## src/rtl/alu_pkg.sv

```systemverilog
// -----------------------------------------------------------------------------
// alu_pkg
// Shared definitions for the ALU issue stage and its command FIFO:
//   - opcode encodings understood by the combinational ALU (OP_ADD..OP_INC)
//   - OP_LAST, the highest legal opcode; anything above it is illegal
//   - issue FSM state encoding (IDLE=0, EXEC=1, DONE=2)
//   - op_is_illegal(): opcode legality helper
// -----------------------------------------------------------------------------
package alu_pkg;

  localparam logic [3:0] OP_ADD  = 4'd0;
  localparam logic [3:0] OP_SUB  = 4'd1;
  localparam logic [3:0] OP_MUL  = 4'd2;
  localparam logic [3:0] OP_SHR  = 4'd3;
  localparam logic [3:0] OP_SHL  = 4'd4;
  localparam logic [3:0] OP_DIV  = 4'd5;
  localparam logic [3:0] OP_NOT  = 4'd6;
  localparam logic [3:0] OP_AND  = 4'd7;
  localparam logic [3:0] OP_OR   = 4'd8;
  localparam logic [3:0] OP_XOR  = 4'd9;
  localparam logic [3:0] OP_INC  = 4'd10;
  localparam logic [3:0] OP_LAST = 4'd10;

  typedef enum logic [1:0] {
    IDLE = 2'd0,
    EXEC = 2'd1,
    DONE = 2'd2
  } issue_state_t;

  function automatic logic op_is_illegal(input logic [3:0] op);
    return (op > OP_LAST);
  endfunction

endpackage

```

## src/rtl/alu_issue_stage_if.sv

```systemverilog
// -----------------------------------------------------------------------------
// alu_issue_stage_if
// Bundles the three handshakes around the ALU issue stage:
//   cmd_*  producer -> stage command channel (valid/ready)
//   alu_*  stage -> ALU registered operands, alu_result ALU -> stage
//   res_*  stage -> consumer result channel (valid/ready) plus res_err
// Modports:
//   slave  : the issue stage itself
//   master : the environment (producer, ALU and consumer side)
// -----------------------------------------------------------------------------
interface alu_issue_stage_if #(
  parameter int WIDTH     = 8,
  parameter int MUL_WIDTH = 12
);

  logic                 cmd_valid;
  logic                 cmd_ready;
  logic [WIDTH-1:0]     cmd_a;
  logic [WIDTH-1:0]     cmd_b;
  logic [3:0]           cmd_opsel;

  logic [WIDTH-1:0]     alu_a;
  logic [WIDTH-1:0]     alu_b;
  logic [3:0]           alu_opsel;
  logic [MUL_WIDTH-1:0] alu_result;

  logic                 res_valid;
  logic                 res_ready;
  logic [MUL_WIDTH-1:0] res_data;
  logic                 res_err;

  modport slave (
    input  cmd_valid, cmd_a, cmd_b, cmd_opsel, alu_result, res_ready,
    output cmd_ready, alu_a, alu_b, alu_opsel, res_valid, res_data, res_err
  );

  modport master (
    output cmd_valid, cmd_a, cmd_b, cmd_opsel, alu_result, res_ready,
    input  cmd_ready, alu_a, alu_b, alu_opsel, res_valid, res_data, res_err
  );

endinterface

```

## src/rtl/alu_cmd_fifo.sv

```systemverilog
// -----------------------------------------------------------------------------
// alu_cmd_fifo
// Synchronous command FIFO, DEPTH entries of ENTRY_W bits (power-of-2 DEPTH).
// Ports:
//   CLK      clock, rising edge
//   RST      asynchronous active-low reset (empties the FIFO)
//   push     write wr_data (ignored while full)
//   pop      advance read pointer (ignored while empty)
//   wr_data  entry to write
//   rd_data  current head entry (valid while !empty)
//   full     count == DEPTH
//   empty    count == 0
// Storage is not reset; only pointers and occupancy are.
// -----------------------------------------------------------------------------
module alu_cmd_fifo #(
  parameter int ENTRY_W = 20,
  parameter int DEPTH   = 4
) (
  input  logic               CLK,
  input  logic               RST,
  input  logic               push,
  input  logic               pop,
  input  logic [ENTRY_W-1:0] wr_data,
  output logic [ENTRY_W-1:0] rd_data,
  output logic               full,
  output logic               empty
);

  localparam int PTR_W = $clog2(DEPTH);
  localparam int CNT_W = PTR_W + 1;
  localparam logic [CNT_W-1:0] FULL_CNT = CNT_W'(DEPTH);

  logic [ENTRY_W-1:0] mem [DEPTH];
  logic [PTR_W-1:0]   wr_ptr;
  logic [PTR_W-1:0]   rd_ptr;
  logic [CNT_W-1:0]   count;
  logic               do_push;
  logic               do_pop;

  assign full    = (count == FULL_CNT);
  assign empty   = (count == '0);
  assign do_push = push & ~full;
  assign do_pop  = pop & ~empty;
  assign rd_data = mem[rd_ptr];

  always_ff @(posedge CLK or negedge RST) begin
    if (!RST) begin
      wr_ptr <= '0;
      rd_ptr <= '0;
      count  <= '0;
    end else begin
      if (do_push) wr_ptr <= wr_ptr + 1'b1;
      if (do_pop)  rd_ptr <= rd_ptr + 1'b1;
      case ({do_push, do_pop})
        2'b10:   count <= count + 1'b1;
        2'b01:   count <= count - 1'b1;
        default: count <= count;
      endcase
    end
  end

  always_ff @(posedge CLK) begin
    if (do_push) mem[wr_ptr] <= wr_data;
  end

endmodule

```

## src/rtl/alu_issue_stage.sv

```systemverilog
// -----------------------------------------------------------------------------
// alu_issue_stage
// Buffers ALU commands in a small FIFO, issues them one at a time through
// registered operands, captures the ALU result and offers it downstream.
// Illegal opcodes and divide-by-zero are caught here and reported on res_err
// with res_data forced to zero.
// Ports:
//   CLK   clock, rising edge
//   RST   asynchronous active-low reset
//   bus   alu_issue_stage_if.slave: cmd_* in, alu_* out / alu_result in,
//         res_* out with res_ready in
// Optional (macro ALU_ISSUE_OPCNT_EN):
//   op_count  [15:0] saturating count of executed commands
//   err_count [7:0]  saturating count of executed commands flagged as errors
// -----------------------------------------------------------------------------
module alu_issue_stage
  import alu_pkg::*;
#(
  parameter int WIDTH     = 8,
  parameter int MUL_WIDTH = 12,
  parameter int DEPTH     = 4
) (
  input  logic                 CLK,
  input  logic                 RST,
  alu_issue_stage_if.slave     bus
`ifdef ALU_ISSUE_OPCNT_EN
  ,
  output logic [15:0]          op_count,
  output logic [7:0]           err_count
`endif
);

  localparam int ENTRY_W = 2 * WIDTH + 4;

  issue_state_t         state_q;
  issue_state_t         state_d;
  logic                 pop;
  logic                 push;
  logic                 fifo_full;
  logic                 fifo_empty;
  logic [ENTRY_W-1:0]   push_entry;
  logic [ENTRY_W-1:0]   head_entry;

  logic [WIDTH-1:0]     alu_a_p0;
  logic [WIDTH-1:0]     alu_b_p0;
  logic [3:0]           alu_opsel_p0;
  logic                 vld_p1;
  logic [MUL_WIDTH-1:0] res_data_p1;
  logic                 res_err_p1;
  logic                 exec_err;

  // cmd_ready comes straight from registered occupancy, never from res_ready.
  assign push          = bus.cmd_valid & ~fifo_full;
  assign bus.cmd_ready = ~fifo_full;
  assign push_entry    = {bus.cmd_opsel, bus.cmd_a, bus.cmd_b};

  alu_cmd_fifo #(
    .ENTRY_W (ENTRY_W),
    .DEPTH   (DEPTH)
  ) u_fifo (
    .CLK     (CLK),
    .RST     (RST),
    .push    (push),
    .pop     (pop),
    .wr_data (push_entry),
    .rd_data (head_entry),
    .full    (fifo_full),
    .empty   (fifo_empty)
  );

  always_comb begin
    state_d = state_q;
    pop     = 1'b0;
    case (state_q)
      IDLE: begin
        if (!fifo_empty) begin
          pop     = 1'b1;
          state_d = EXEC;
        end
      end
      EXEC: state_d = DONE;
      DONE: begin
        // Result handed off: chain straight into the next command if one waits.
        if (bus.res_ready) begin
          if (!fifo_empty) begin
            pop     = 1'b1;
            state_d = EXEC;
          end else begin
            state_d = IDLE;
          end
        end
      end
      default: state_d = IDLE;
    endcase
  end

  always_ff @(posedge CLK or negedge RST) begin
    if (!RST) state_q <= IDLE;
    else      state_q <= state_d;
  end

  assign exec_err = op_is_illegal(alu_opsel_p0) ||
                    ((alu_opsel_p0 == OP_DIV) && (alu_b_p0 == '0));

  // Issue stage: operands held until the next pop, so the ALU inputs never glitch.
  always_ff @(posedge CLK or negedge RST) begin
    if (!RST) begin
      alu_a_p0     <= '0;
      alu_b_p0     <= '0;
      alu_opsel_p0 <= '0;
    end else if (pop) begin
      {alu_opsel_p0, alu_a_p0, alu_b_p0} <= head_entry;
    end
  end

  // Result stage: captured only in EXEC, held through DONE.
  always_ff @(posedge CLK or negedge RST) begin
    if (!RST) begin
      vld_p1      <= 1'b0;
      res_data_p1 <= '0;
      res_err_p1  <= 1'b0;
    end else if (state_q == EXEC) begin
      vld_p1      <= 1'b1;
      res_data_p1 <= exec_err ? '0 : bus.alu_result;
      res_err_p1  <= exec_err;
    end else if ((state_q == DONE) && bus.res_ready) begin
      vld_p1      <= 1'b0;
    end
  end

  assign bus.alu_a     = alu_a_p0;
  assign bus.alu_b     = alu_b_p0;
  assign bus.alu_opsel = alu_opsel_p0;
  assign bus.res_valid = vld_p1;
  assign bus.res_data  = res_data_p1;
  assign bus.res_err   = res_err_p1;

`ifdef ALU_ISSUE_OPCNT_EN
  function automatic logic [15:0] sat_inc16(input logic [15:0] v);
    return (v == 16'hFFFF) ? v : v + 16'd1;
  endfunction

  function automatic logic [7:0] sat_inc8(input logic [7:0] v);
    return (v == 8'hFF) ? v : v + 8'd1;
  endfunction

  always_ff @(posedge CLK or negedge RST) begin
    if (!RST) begin
      op_count  <= '0;
      err_count <= '0;
    end else if (state_q == EXEC) begin
      op_count <= sat_inc16(op_count);
      if (exec_err) err_count <= sat_inc8(err_count);
    end
  end
`endif

endmodule

```

## src/flat_wrapper.sv

```systemverilog
// flat-port wrapper written by rule: the top's interface ports become plain ports
module alu_issue_stage_flat import alu_pkg::*;
#(
  parameter int WIDTH     = 8,
  parameter int MUL_WIDTH = 12,
  parameter int DEPTH     = 4
)
  (CLK, RST, bus_cmd_valid, bus_cmd_a, bus_cmd_b, bus_cmd_opsel, bus_alu_result, bus_res_ready, bus_cmd_ready, bus_alu_a, bus_alu_b, bus_alu_opsel, bus_res_valid, bus_res_data, bus_res_err);
  alu_issue_stage_if #(.WIDTH(WIDTH), .MUL_WIDTH(MUL_WIDTH)) bus_i ();
  input  logic CLK;
  input  logic RST;
  input wire logic [$bits(bus_i.cmd_valid)-1:0] bus_cmd_valid;
  input wire logic [$bits(bus_i.cmd_a)-1:0] bus_cmd_a;
  input wire logic [$bits(bus_i.cmd_b)-1:0] bus_cmd_b;
  input wire logic [$bits(bus_i.cmd_opsel)-1:0] bus_cmd_opsel;
  input wire logic [$bits(bus_i.alu_result)-1:0] bus_alu_result;
  input wire logic [$bits(bus_i.res_ready)-1:0] bus_res_ready;
  output wire logic [$bits(bus_i.cmd_ready)-1:0] bus_cmd_ready;
  output wire logic [$bits(bus_i.alu_a)-1:0] bus_alu_a;
  output wire logic [$bits(bus_i.alu_b)-1:0] bus_alu_b;
  output wire logic [$bits(bus_i.alu_opsel)-1:0] bus_alu_opsel;
  output wire logic [$bits(bus_i.res_valid)-1:0] bus_res_valid;
  output wire logic [$bits(bus_i.res_data)-1:0] bus_res_data;
  output wire logic [$bits(bus_i.res_err)-1:0] bus_res_err;
  assign bus_i.cmd_valid = bus_cmd_valid;
  assign bus_i.cmd_a = bus_cmd_a;
  assign bus_i.cmd_b = bus_cmd_b;
  assign bus_i.cmd_opsel = bus_cmd_opsel;
  assign bus_i.alu_result = bus_alu_result;
  assign bus_i.res_ready = bus_res_ready;
  assign bus_cmd_ready = bus_i.cmd_ready;
  assign bus_alu_a = bus_i.alu_a;
  assign bus_alu_b = bus_i.alu_b;
  assign bus_alu_opsel = bus_i.alu_opsel;
  assign bus_res_valid = bus_i.res_valid;
  assign bus_res_data = bus_i.res_data;
  assign bus_res_err = bus_i.res_err;
  alu_issue_stage #(.WIDTH(WIDTH), .MUL_WIDTH(MUL_WIDTH), .DEPTH(DEPTH)) u_core (.CLK(CLK), .RST(RST), .bus(bus_i));
endmodule
```

## config.mk

```make
export PLATFORM = sky130hd
export DESIGN_NAME = alu_issue_stage_flat
export DESIGN_NICKNAME = d
export VERILOG_FILES = /design/src/rtl/alu_pkg.sv /design/src/rtl/alu_issue_stage_if.sv /design/src/rtl/alu_cmd_fifo.sv /design/src/rtl/alu_issue_stage.sv /design/src/flat_wrapper.sv
export SDC_FILE = /design/constraint.sdc
export NUM_CORES = 1
export LEC_CHECK = 0
export ABC_AREA = 1
export CELL_PAD_IN_SITES_DETAIL_PLACEMENT = 2
export CELL_PAD_IN_SITES_GLOBAL_PLACEMENT = 2
export CORE_MARGIN = 1.5
export CORE_UTILIZATION = 37
export CTS_BUF_LIST = sky130_fd_sc_hd__clkbuf_4 sky130_fd_sc_hd__clkbuf_8
export DETAILED_ROUTE_END_ITERATION = 8
export PLACE_DENSITY_LB_ADDON = 0.12
export SETUP_SLACK_MARGIN = 0.4
export SLEW_MARGIN = 40
export SYNTH_ARGS = -nofsm -noshare
export SYNTH_HDL_FRONTEND = slang
export SYNTH_SLANG_ARGS = --single-unit
```

## constraint.sdc

```tcl
create_clock -name CLK -period 2.47 [get_ports CLK]
set_input_delay 0.494 -clock CLK [delete_from_list [all_inputs] [get_ports CLK]]
set_output_delay 0.494 -clock CLK [all_outputs]
set_load 0.005 [all_outputs]
```

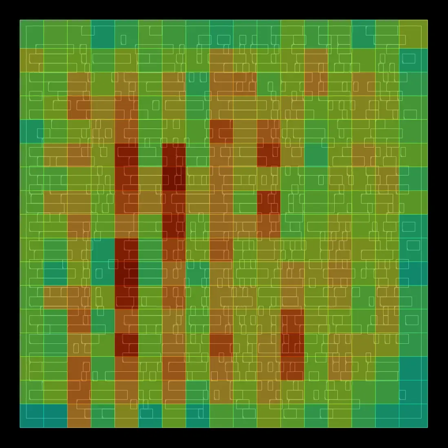
(run_1/congestion.png)
met3 Resource Use GR: 4.73%
met1 GRT Util: 23.2%

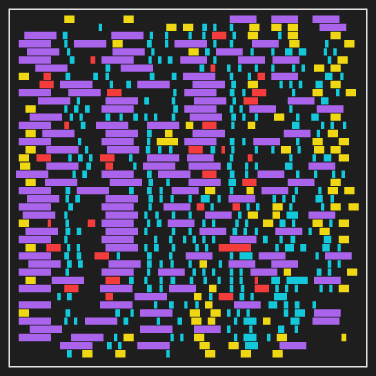
(run_1/placement_by_type.png)
(3 px per micron)
Key: flops = purple [cells 123]; clock drivers and dummy loads = red [cells 32]; other buffers and delay cells = yellow [cells 83]; combinational and other logic = cyan [cells 301]
Layout Utilization: 47.4%
core footprint: 13100 sq um

==> results.tsv, run 1 <==
stage	metric	value	unit
placed_design	placed inst area	5870	sq um
cells_and_area	Commonest Layout Cell	nand2_1	
logic_synthesis	synthesis area per yosys	4950	sq um
floorplanning	n_taps	176	
floorplanning	Die Size	14100	sq um
sta	Rel. slew slack	59.4	%
setup_path	cell depth of the worst flop-to-flop path	9	
logic_synthesis	post-synth top area cell	edfxtp_1	
outcome	outcome	finished clean	
logic_synthesis	most frequent cell after synthesis	nand2_1	
cells_and_area	# fillers	1359	
drt	via count	3443	
grt	GRT Residual Overflow	0	
setup_path	delay of the slowest critical-path stage	500	ps
setup_path	critical path arrival	2310	ps
floorplanning	floorplan-stage core utilization	37.7	%
setup_path	Crit path top cell by count	inv_1	
pwr	comb pwr	3040	uW
logic_synthesis	simple share	16.2	%
clocking	CTS max path bufs	2	
logic_synthesis	Synthesis Warnings	0	
drt	Detail Route Antenna Nets	0	
grt	pin count of the biggest net entering global routing	43	
grt	initial antenna violation count	0	
pwr	Top power group	sequential cells	
logic_synthesis	Synth Flop Type	edfxtp_1	
setup_path	R2R Setup Slk	590	ps
logic_synthesis	Main logic family	simple AND/OR/NAND/NOR gates	
clocking	CTS tree	built	
grt	first-pass GRT wire length	20.3	mm
cells_and_area	multi-input gates	275	
cells_and_area	nets@finish	568	
placed_design	gp weighted congestion	0.718	
sta	Slew Limit Fails	0	
grt	vias in the first global route	3835	
floorplanning	# rows	42	
placed_design	DP HPWL	8.45	mm
pwr	Pint	4920	uW
cells_and_area	FF/Latch Area	3480	sq um
cells_and_area	FFs & Latches	123	
clocking	TritonCTS Buffers	17	
clocking	cts hold-fix bufs	0	
clocking	H-tree levels	4	
cells_and_area	clock network area share	5.59	%
cells_and_area	CLK BUF	22	
setup_path	delay-heaviest family, CP	buffers and inverters	
clocking	Worst-path clk slew	70	ps
setup_path	slowest CP cell	clkdlybuf4s50_1	
setup_path	Critical R2R Capture	u_core.u_fifo.count[2]	
logic_synthesis	xor/xnor cell area share of the yosys netlist	0.708	%
sta	Final Hold Viols	0	
cells_and_area	Final non-clock buffer share	12.9	%
logic_synthesis	Post-synth EDFFs	80	
setup_path	CP Max Fanout	3	
pwr	Static Leakage	0.00250	uW
drt	DR pass1 iterations	4	
logic_synthesis	Post-Syn Area	4950	sq um
logic_synthesis	Synth Seq Share	70.3	%
logic_synthesis	mux frac, synth	0	%
pwr	Net Sw Power	2860	uW
clocking	clock latency on the worst-skew pair	430	ps
pwr	combinational power share	39.1	%
drt	initial DRC count	136	
pwr	Clock Power	1560	uW
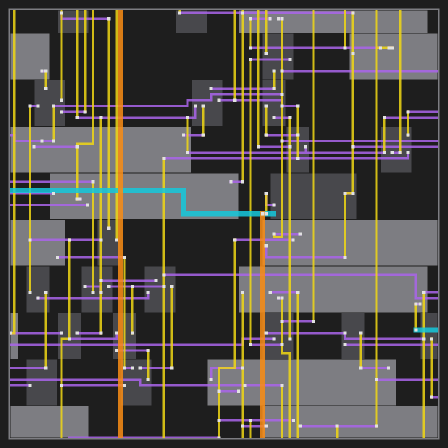
(run_1/detail.png)
Region (17, 77) to (42, 102) microns. Cells in gray, sequential cells in the stronger gray; small squares are vias.
Key: metal 4 = orange; metal 1 = purple; metal 2 = yellow; metal 3 = cyan
24 logic cells have their middle in the window. Netlist names of flops here include `u_core.u_fifo.mem` (6). Sequential cells in the window: 6. Most frequent: nor2_1 (7), edfxtp_1 (6), o21ai_1 (5).

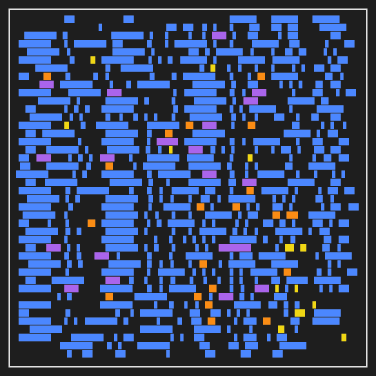
(run_1/sizes.png)
(3 px per micron)
Key: _6 and larger = purple [cells 19, share 3.5%, most used clkbuf_8]; _2 cells = yellow [cells 13, share 2.4%]; _0 and _1 cells = blue [cells 487, share 90%, most used nand2_1]; _3 and _4 cells = orange [cells 20, share 3.7%, most used buf_4]
Non-clock buffers: 83
worst setup margin: 473 ps
area delta synth->final: 25.7%
post-route cell area: 6220 sq um

-- run 1: stage by stage --
step                utilization, %  setup WS, ps  hold WS (ps)  cells  setup TNS [ps]
finish                        47.4           473          65.6    715               0
global route                  47.4           348          87.4    715               0
CTS                           47.3           419          65.6    715               0
detailed placement            44.7         -14.4           467    683           -14.4
global placement              44.7          50.5           462    683               0
floorplan                        -           432           198    444               0
-- run 1: worst max path at each step --
| stage | startpoint | end | slack (ps) | depth (start not counted) |
|---|---|---|---|---|
| after global placement | bus_res_ready | u_core.u_fifo.count[2] | 50 | 11 |
| after floorplan | bus_res_ready | u_core.u_fifo.count[2] | 430 | 11 |
| after global routing | bus_res_ready | u_core.u_fifo.count[2] | 350 | 11 |
| final | bus_res_ready | u_core.u_fifo.count[2] | 470 | 11 |
| after detailed placement | bus_res_ready | u_core.u_fifo.count[2] | -10 | 11 |
| after CTS | u_core.u_fifo.count[1] | bus_cmd_ready | 420 | 3 |
-- run 1: worst register-to-register path, cell delays in order, from the launching register on --
cell,delay (ps)
dfrtp_1,390
inv_2,90
nand3_2,100
nand2_2,160
ha_1,170
inv_1,60
fa_1,380
a21oi_1,140
o21ai_0,110
xor2_1,150
-- run 1: sequential cells by signal, summed over array words and instances, names as in the netlist --
name,cells
u_core.u_fifo.wr_ptr,2
u_core.bus.res_valid,1
u_core.u_fifo.count,3
u_core.bus.alu_a,8
u_core.state_q,2
u_core.bus.res_err,1
u_core.u_fifo.mem,80
u_core.u_fifo.rd_ptr,2
u_core.bus.alu_b,8
u_core.bus.res_data,12
u_core.bus.alu_opsel,4
-- run 1: metal layers --
metal	up-vias	global-route usage (%)	part of all wire (%)	wire length, microns
li1	1636	-	-	-
met1	1731	23.2	44	5470
met2	64	33.7	51	6390
met3	12	4.73	3.5	430
met4	0	7.08	1.2	149
met5	-	0	0	0
==> run 2, diff against run 1 <==
--- a/config.mk
+++ b/config.mk
@@ -9,7 +9,7 @@
 export CELL_PAD_IN_SITES_DETAIL_PLACEMENT = 2
 export CELL_PAD_IN_SITES_GLOBAL_PLACEMENT = 2
 export CORE_MARGIN = 1.5
-export CORE_UTILIZATION = 37
+export CORE_UTILIZATION = 33
 export CTS_BUF_LIST = sky130_fd_sc_hd__clkbuf_4 sky130_fd_sc_hd__clkbuf_8
 export DETAILED_ROUTE_END_ITERATION = 8
 export PLACE_DENSITY_LB_ADDON = 0.12
==> constraint.sdc (replaced) <==
create_clock -name CLK -period 1.64 [get_ports CLK]
set_input_delay 0.328 -clock CLK [delete_from_list [all_inputs] [get_ports CLK]]
set_output_delay 0.328 -clock CLK [all_outputs]
set_load 0.005 [all_outputs]
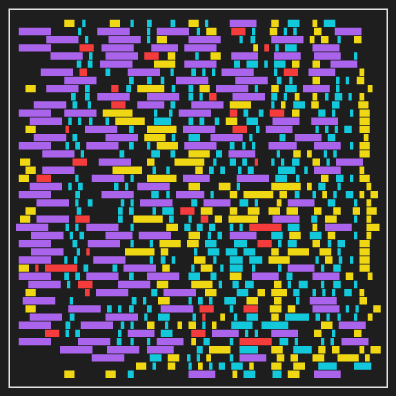
(run_2/placement_by_type.png)
(3 px per micron)
Key: flops = purple [cells 123]; other buffers and delay cells = yellow [cells 169]; clock drivers and dummy loads = red [cells 32]; combinational and other logic = cyan [cells 302]
core footprint: 14600 sq um
post-route cell area: 7580 sq um
Layout Utilization: 52.0%
Seq area share: 45.9%
# rows: 44

==> run 2 against run 1 <==
  * The flow now finishes with violations (negative setup slack)
  * Synthesized cell count stayed put
  * Clock power is 81% higher
  * Setup slack worse by 680 ps
  * Highest routed layer unchanged
  * Largest power group is now combinational logic
  * Clock-buffer cell count is 1 lower
  * Synthesized area stayed put
  * First-iteration DRC count is 27% higher
  * Via count is 19% higher
  * Combinational power went up to 2.8 times the previous value
  * Core utilization is 4.6 points higher
  * Flip-flop count stayed put
==> results.tsv, run 2 <==
stage	metric	value	unit	change
outcome	outcome	finished, violations left		was finished clean
outcome	failing checks	negative setup slack		
grt	Total GRT Usage	22.8	%	was 19.3%
setup_path	worst path buffer plus inverter count	4		unchanged
logic_synthesis	Synth flops	123		unchanged
logic_synthesis	Yosys top cell area share	48.5	%	unchanged
logic_synthesis	post-synth top area cell	edfxtp_1		unchanged
sta	actual slew at the worst max-slew pin	340	ps	was 609 ps
worst_hold_path	Hold Crit Start	bus_res_ready		
clocking	CTS max path bufs	2		unchanged
clocking	Post-CTS Resized	223		was 1
clocking	TritonCTS Buffers	17		unchanged
clocking	postcts setup bufs	42		was 0
setup_path	delay-heaviest family, CP	adder cells		was buffers and inverters
cells_and_area	Commonest Layout Cell	edfxtp_1		was nand2_1
placed_design	placed inst area	6080	sq um	was 5870 sq um
pwr	ratio of total power to cell area	2130	nW/um^2	was 1250 nW/um^2
cells_and_area	nets@finish	655		was 568
cells_and_area	# fillers	1434		was 1359
setup_path	Crit path depth	11		unchanged
setup_path	worst r2r src	u_core.u_fifo.count[1]		unchanged
worst_hold_path	Hold WC Path Type	input port to flop		was input port to asynchronous set/reset pin
sta	Final Setup Violations	33		was 0
drt	via count	4080		was 3443
drt	Metal-1 WL	7.88	mm	was 5.47 mm
setup_path	Worst setup EP type	flop		unchanged
setup_path	CP Max Fanout	2		was 3
run	max_cap viols	0		unchanged
drt	met3 WL post-DR	908	microns	was 430 microns
logic_synthesis	most frequent cell after synthesis	nand2_1		unchanged
logic_synthesis	Synthesis Warnings	0		unchanged
logic_synthesis	Post-Syn Area	4950	sq um	unchanged
drt	Detail Route Antenna Nets	0		unchanged
sta	unrepaired setup endpoints after global routing	true		unchanged
logic_synthesis	synthesis area per yosys	4950	sq um	unchanged
clocking	H-tree levels	4		unchanged
clocking	Clock Sinks	123		unchanged
grt	pin count of the biggest net entering global routing	44		was 43
setup_path	Crit path top cell by count	inv_2		was inv_1
sta	Rel. slew slack	77.2	%	was 59.4%
grt	initial antenna violation count	0		unchanged
grt	GRT Residual Overflow	0		unchanged
sta	fmax	540	MHz	
placed_design	gp weighted congestion	0.696		was 0.718
logic_synthesis	Synth top cells by count	nand2_1, edfxtp_1, nor2_1		unchanged
floorplanning	floorplan-stage core utilization	33.9	%	was 37.7%
clocking	cts hold-fix bufs	1		was 0
setup_path	Worst Setup Start Kind	flop		was input port
setup_path	slowest CP cell	fa_2		was clkdlybuf4s50_1
grt	vias in the first global route	4422		was 3835
drt	DR pass1 iterations	5		was 4
logic_synthesis	Synth Flop Type	edfxtp_1		unchanged
logic_synthesis	yosys cell count	444		unchanged
drt	met2 wire length	10.2	mm	was 6.39 mm
cells_and_area	area delta synth->final	53.2	%	was 25.7%
logic_synthesis	Synth Instances	444		unchanged
logic_synthesis	distinct lib cells	21		unchanged
logic_synthesis	Post-synth EDFFs	80		unchanged
logic_synthesis	Synth Seq Share	70.3	%	unchanged
sta	Final Hold Viols	0		unchanged
floorplanning	Top-Level Pins	71		unchanged
worst_hold_path	hold path cells	2		
cells_and_area	FF/Latch Area	3480	sq um	about the same
setup_path	cell depth of the worst flop-to-flop path	11		was 9
cells_and_area	layout cells sized above 1	37.7	%	was 9.65%
floorplanning	Die Size	15700	sq um	was 14100 sq um
clocking	Worst-path clk slew	80	ps	was 70 ps
grt	first-pass GRT wire length	26.4	mm	was 20.3 mm
setup_path	critical path arrival	2200	ps	was 2310 ps
clocking	clock latency on the worst-skew pair	480	ps	was 430 ps
setup_path	beginning of the critical path	u_core.u_fifo.count[1]		was bus_res_ready
logic_synthesis	syn nets	486		unchanged
placed_design	DP HPWL	8.38	mm	was 8.45 mm
cells_and_area	largest reg by FF count	u_core.u_fifo.mem		unchanged
sta	Slew Limit Fails	0		unchanged
placed_design	Port Buf Inserts	70		unchanged
cells_and_area	max reg flops	80		unchanged
setup_path	delay of the slowest critical-path stage	380	ps	was 500 ps
pwr	Static Leakage	0.00323	uW	was 0.00250 uW
setup_path	Crit Path Class	flop to flop		was input port to flop
drt	top sig layer	met4		unchanged
clocking	CTS tree	built		unchanged
sta	worst setup margin	-211	ps	was 473 ps
drt	initial DRC count	173		was 136
run 2: cell counts after synthesis:
Identical to the previous run, type by type.
run 2: cell families (layout without fill, tap and decap cells):
group | after synthesis | in the layout | share of synthesized area, %
fa+ha+maj | 6 | 6 | 1.67
xor+xnor | 4 | 4 | 0.708
compound gates | 69 | 69 | 7.00
buf+inv | 46 | 228 | 4.20
simple gates | 196 | 196 | 16.2
flops | 123 | 123 | 70.3
run 2: through the flow:
step / hold slack (ps) / std cells / setup slack [ps] / TNS, ps
final: 171 / 810 / -211 / -2340
after floorplan: 32.4 / 444 / -158 / -207
after global placement: 329 / 701 / -540 / -14130
after CTS: 382 / 788 / -102 / -116
after global routing: 166 / 810 / -271 / -4150
after detailed placement: 330 / 701 / -567 / -16120
run 2: routing by layer:
metal	GRT usage [%]	vias up
met2	40.6	131
li1	-	1824
met5	0	-
met1	27.4	2080
met3	5.05	45
met4	7.22	0
run 2: final timing paths:
path	slack (ps)	endpoint
max in group asynchronous	1010	u_core.bus.alu_opsel[3]
worst min register to register	490	u_core.bus.res_data[3]
worst min-delay path	170	u_core.state_q[1]
min in group asynchronous	380	u_core.u_fifo.wr_ptr[1]
worst max register to register	-210	u_core.u_fifo.count[2]
worst max-delay path	-210	u_core.u_fifo.count[2]
run 2: where the power goes:
| part | total, uW | internal, uW | switching [uW] |
|---|---|---|---|
| combinational | 8500 | 3850 | 4660 |
| clock | 2830 | 1540 | 1290 |
| sequential | 4820 | 4290 | 524 |
| total | 16100 | 9680 | 6470 |
run 2: layout make-up:
class,count,share of cell area (%)
Clock buffer,21,3.48
Sequential cell,123,45.9
Inverter,26,1.40
Multi-Input combinational cell,275,21.2
Timing Repair Buffer,169,23.2
Tap cell,184,3.04
Timing Repair inverter,1,0.0990
Clock inverter,11,1.67
==> run 3, diff against run 2 <==
--- a/config.mk
+++ b/config.mk
@@ -8,7 +8,6 @@
 export ABC_AREA = 1
 export CELL_PAD_IN_SITES_DETAIL_PLACEMENT = 2
 export CELL_PAD_IN_SITES_GLOBAL_PLACEMENT = 2
-export CORE_MARGIN = 1.5
 export CORE_UTILIZATION = 33
 export CTS_BUF_LIST = sky130_fd_sc_hd__clkbuf_4 sky130_fd_sc_hd__clkbuf_8
 export DETAILED_ROUTE_END_ITERATION = 8
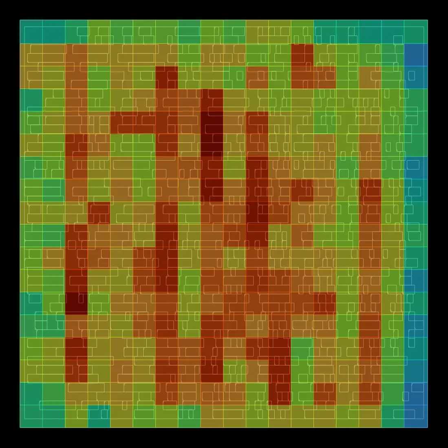
(run_3/congestion.png)
met3 Resource Use GR: 6.74%
met2 usage: 40.4%
Layout Utilization: 55.2%

==> run 3 against run 2 <==
  * The flow still finishes with violations (negative setup slack)
  * First-iteration DRC count decreased by 23%
  * Worst hold slack improved by 180 ps
  * Synthesized cell count unchanged
  * Routed wire length increased by 2.6%
==> results.tsv, run 3 <==
stage	metric	value	unit	change
outcome	outcome	finished, violations left		unchanged
outcome	failing checks	negative setup slack		unchanged
drt	Detail Route Antenna Nets	0		unchanged
logic_synthesis	ys async rst share	35.0	%	unchanged
logic_synthesis	Synth top cells by count	nand2_1, edfxtp_1, nor2_1		unchanged
logic_synthesis	Post-Syn Area	4950	sq um	unchanged
sta	Final Setup Violations	3		was 33
sta	Hold Slack	352	ps	was 171 ps
sta	actual slew at the worst max-slew pin	477	ps	was 340 ps
clocking	H-tree levels	4		unchanged
grt	first-pass GRT wire length	26.3	mm	was 26.4 mm
grt	initial antenna violation count	0		unchanged
clocking	Worst-path clk slew	90	ps	was 80 ps
setup_path	beginning of the critical path	u_core.u_fifo.count[0]		was u_core.u_fifo.count[1]
setup_path	worst r2r src	u_core.u_fifo.count[0]		was u_core.u_fifo.count[1]
setup_path	end of the critical path	u_core.u_fifo.count[2]		unchanged
logic_synthesis	Synth flops	123		unchanged
setup_path	Worst setup EP type	flop		unchanged
clocking	CTS max path bufs	2		unchanged
setup_path	delay-heaviest family, CP	adder cells		unchanged
grt	met1 GRT Util	26.4	%	was 27.4%
drt	via count	4108		was 4080
grt	GRT Residual Overflow	0		unchanged
cells_and_area	area delta synth->final	62.6	%	was 53.2%
drt	DR pass1 iterations	5		unchanged
grt	pin count of the biggest net entering global routing	43		was 44
floorplanning	Die Size	15500	sq um	was 15700 sq um
clocking	TritonCTS Buffers	17		unchanged
grt	Total GRT Usage	23.0	%	was 22.8%
logic_synthesis	syn nets	486		unchanged
sta	unrepaired setup endpoints after global routing	true		unchanged
clocking	CTS tree	built		unchanged
logic_synthesis	most frequent cell after synthesis	nand2_1		unchanged
placed_design	dpl cells	706		was 701
logic_synthesis	synthesis area per yosys	4950	sq um	unchanged
setup_path	CP Max Fanout	2		unchanged
cells_and_area	nets@finish	662		was 655
placed_design	gp weighted congestion	0.717		was 0.696
setup_path	Critical R2R Capture	u_core.u_fifo.count[2]		unchanged
cells_and_area	post-route cell area	8050	sq um	was 7580 sq um
logic_synthesis	Synth Instances	444		unchanged
logic_synthesis	distinct lib cells	21		unchanged
logic_synthesis	Yosys top cell area share	48.5	%	unchanged
sta	Fin Setup TNS	-288	ps	was -2340 ps
logic_synthesis	Synth Seq Share	70.3	%	unchanged
pwr	Static Leakage	0.00328	uW	was 0.00323 uW
clocking	Clock Sinks	123		unchanged
setup_path	Crit path top cell by count	inv_2		unchanged
floorplanning	Top-Level Pins	71		unchanged
setup_path	Crit path depth	11		unchanged
setup_path	Crit Path Class	flop to flop		unchanged
grt	vias in the first global route	4456		was 4422
setup_path	Worst Setup Start Kind	flop		unchanged
logic_synthesis	Post-synth EDFFs	80		unchanged
logic_synthesis	Synth Flop Type	edfxtp_1		unchanged
cells_and_area	max reg flops	80		unchanged
placed_design	DP HPWL	8.71	mm	was 8.38 mm
drt	initial DRC count	133		was 173
cells_and_area	layout cells sized above 1	46.6	%	was 37.7%
sta	Rel. slew slack	68.2	%	was 77.2%
placed_design	Port Buf Inserts	70		unchanged
placed_design	placed inst area	6130	sq um	was 6080 sq um
floorplanning	core footprint	14600	sq um	unchanged
placed_design	pre-CTS WS	-610	ps	was -567 ps
run	max_cap viols	0		unchanged
cells_and_area	Post-Layout Cell Count	817		was 810
sta	Final Hold Viols	0		unchanged
sta	fmax	553	MHz	was 540 MHz
logic_synthesis	yosys cell count	444		unchanged
setup_path	cell depth of the worst flop-to-flop path	11		unchanged
sta	worst setup margin	-167	ps	was -211 ps
floorplanning	# rows	44		unchanged
cells_and_area	largest reg by FF count	u_core.u_fifo.mem		unchanged
==> run 3: power breakdown <==
| group | leakage, uW | internal, uW | switching, uW |
|---|---|---|---|
| clock | 0.000197 | 1500 | 1390 |
| sequential | 0.00126 | 4300 | 611 |
| combinational | 0.00183 | 4510 | 5060 |
==> run 3: cell families after synthesis <==
family	synth area share, %
xor gates and xnor gates	0.708
adders and majority gates	1.67
and+or+nand+nor	16.2
buffers and inverters	4.20
AOI/OAI and AO/OA	7.00
DFF	70.3
==> run 3: cell type report <==
class                   instances  area [sq um]
multi-input cells             275          1910
clock buffers                  17           234
clock inverters                15           174
repair buffers                176          1900
inverters                      26           116
well taps                     184           230
fillers                      1352          6540
flip-flops and latches        123          3480
repair inverters                1          7.51
==> run 3: layer usage <==
metal	part of all wire [%]	vias to the layer above
met2	55	124
met3	4.3	30
met4	2.7	0
met5	0	-
met1	38	2110
li1	-	1844
==> run 3: timing repair <==
item / in CTS / in global routing
cloned: 7 / 9
endpoints found under the hold margin: 16 / 0
pin swaps: 58 / 48
buffers inserted: 43 / 19
resized: 300 / 86
endpoints found under the setup margin: 138 / 156
hold buffers: 1 / 0
==> run 3: worst min-delay path by stage <==
stage | end | slack [ps] | cells after the start
after floorplan | u_core.bus.alu_a[0] | 30 | 0
after global placement | u_core.u_fifo.count[0] | 300 | 1
after detailed placement | u_core.u_fifo.count[0] | 300 | 1
after CTS | u_core.u_fifo.count[0] | 340 | 2
after global routing | u_core.bus.alu_opsel[1] | 380 | 2
final | u_core.bus.alu_opsel[1] | 350 | 2
==> run 3: worst reg2reg max path, delay by kind of cell, from the launching register on <==
kind	cells	cell delay, ps
xor+xnor	1	150
fa+ha+maj	2	490
buf+inv	4	320
simple gates	2	120
flops	1	400
compound gates	2	210
Power is estimated from default activity; no workload was simulated.
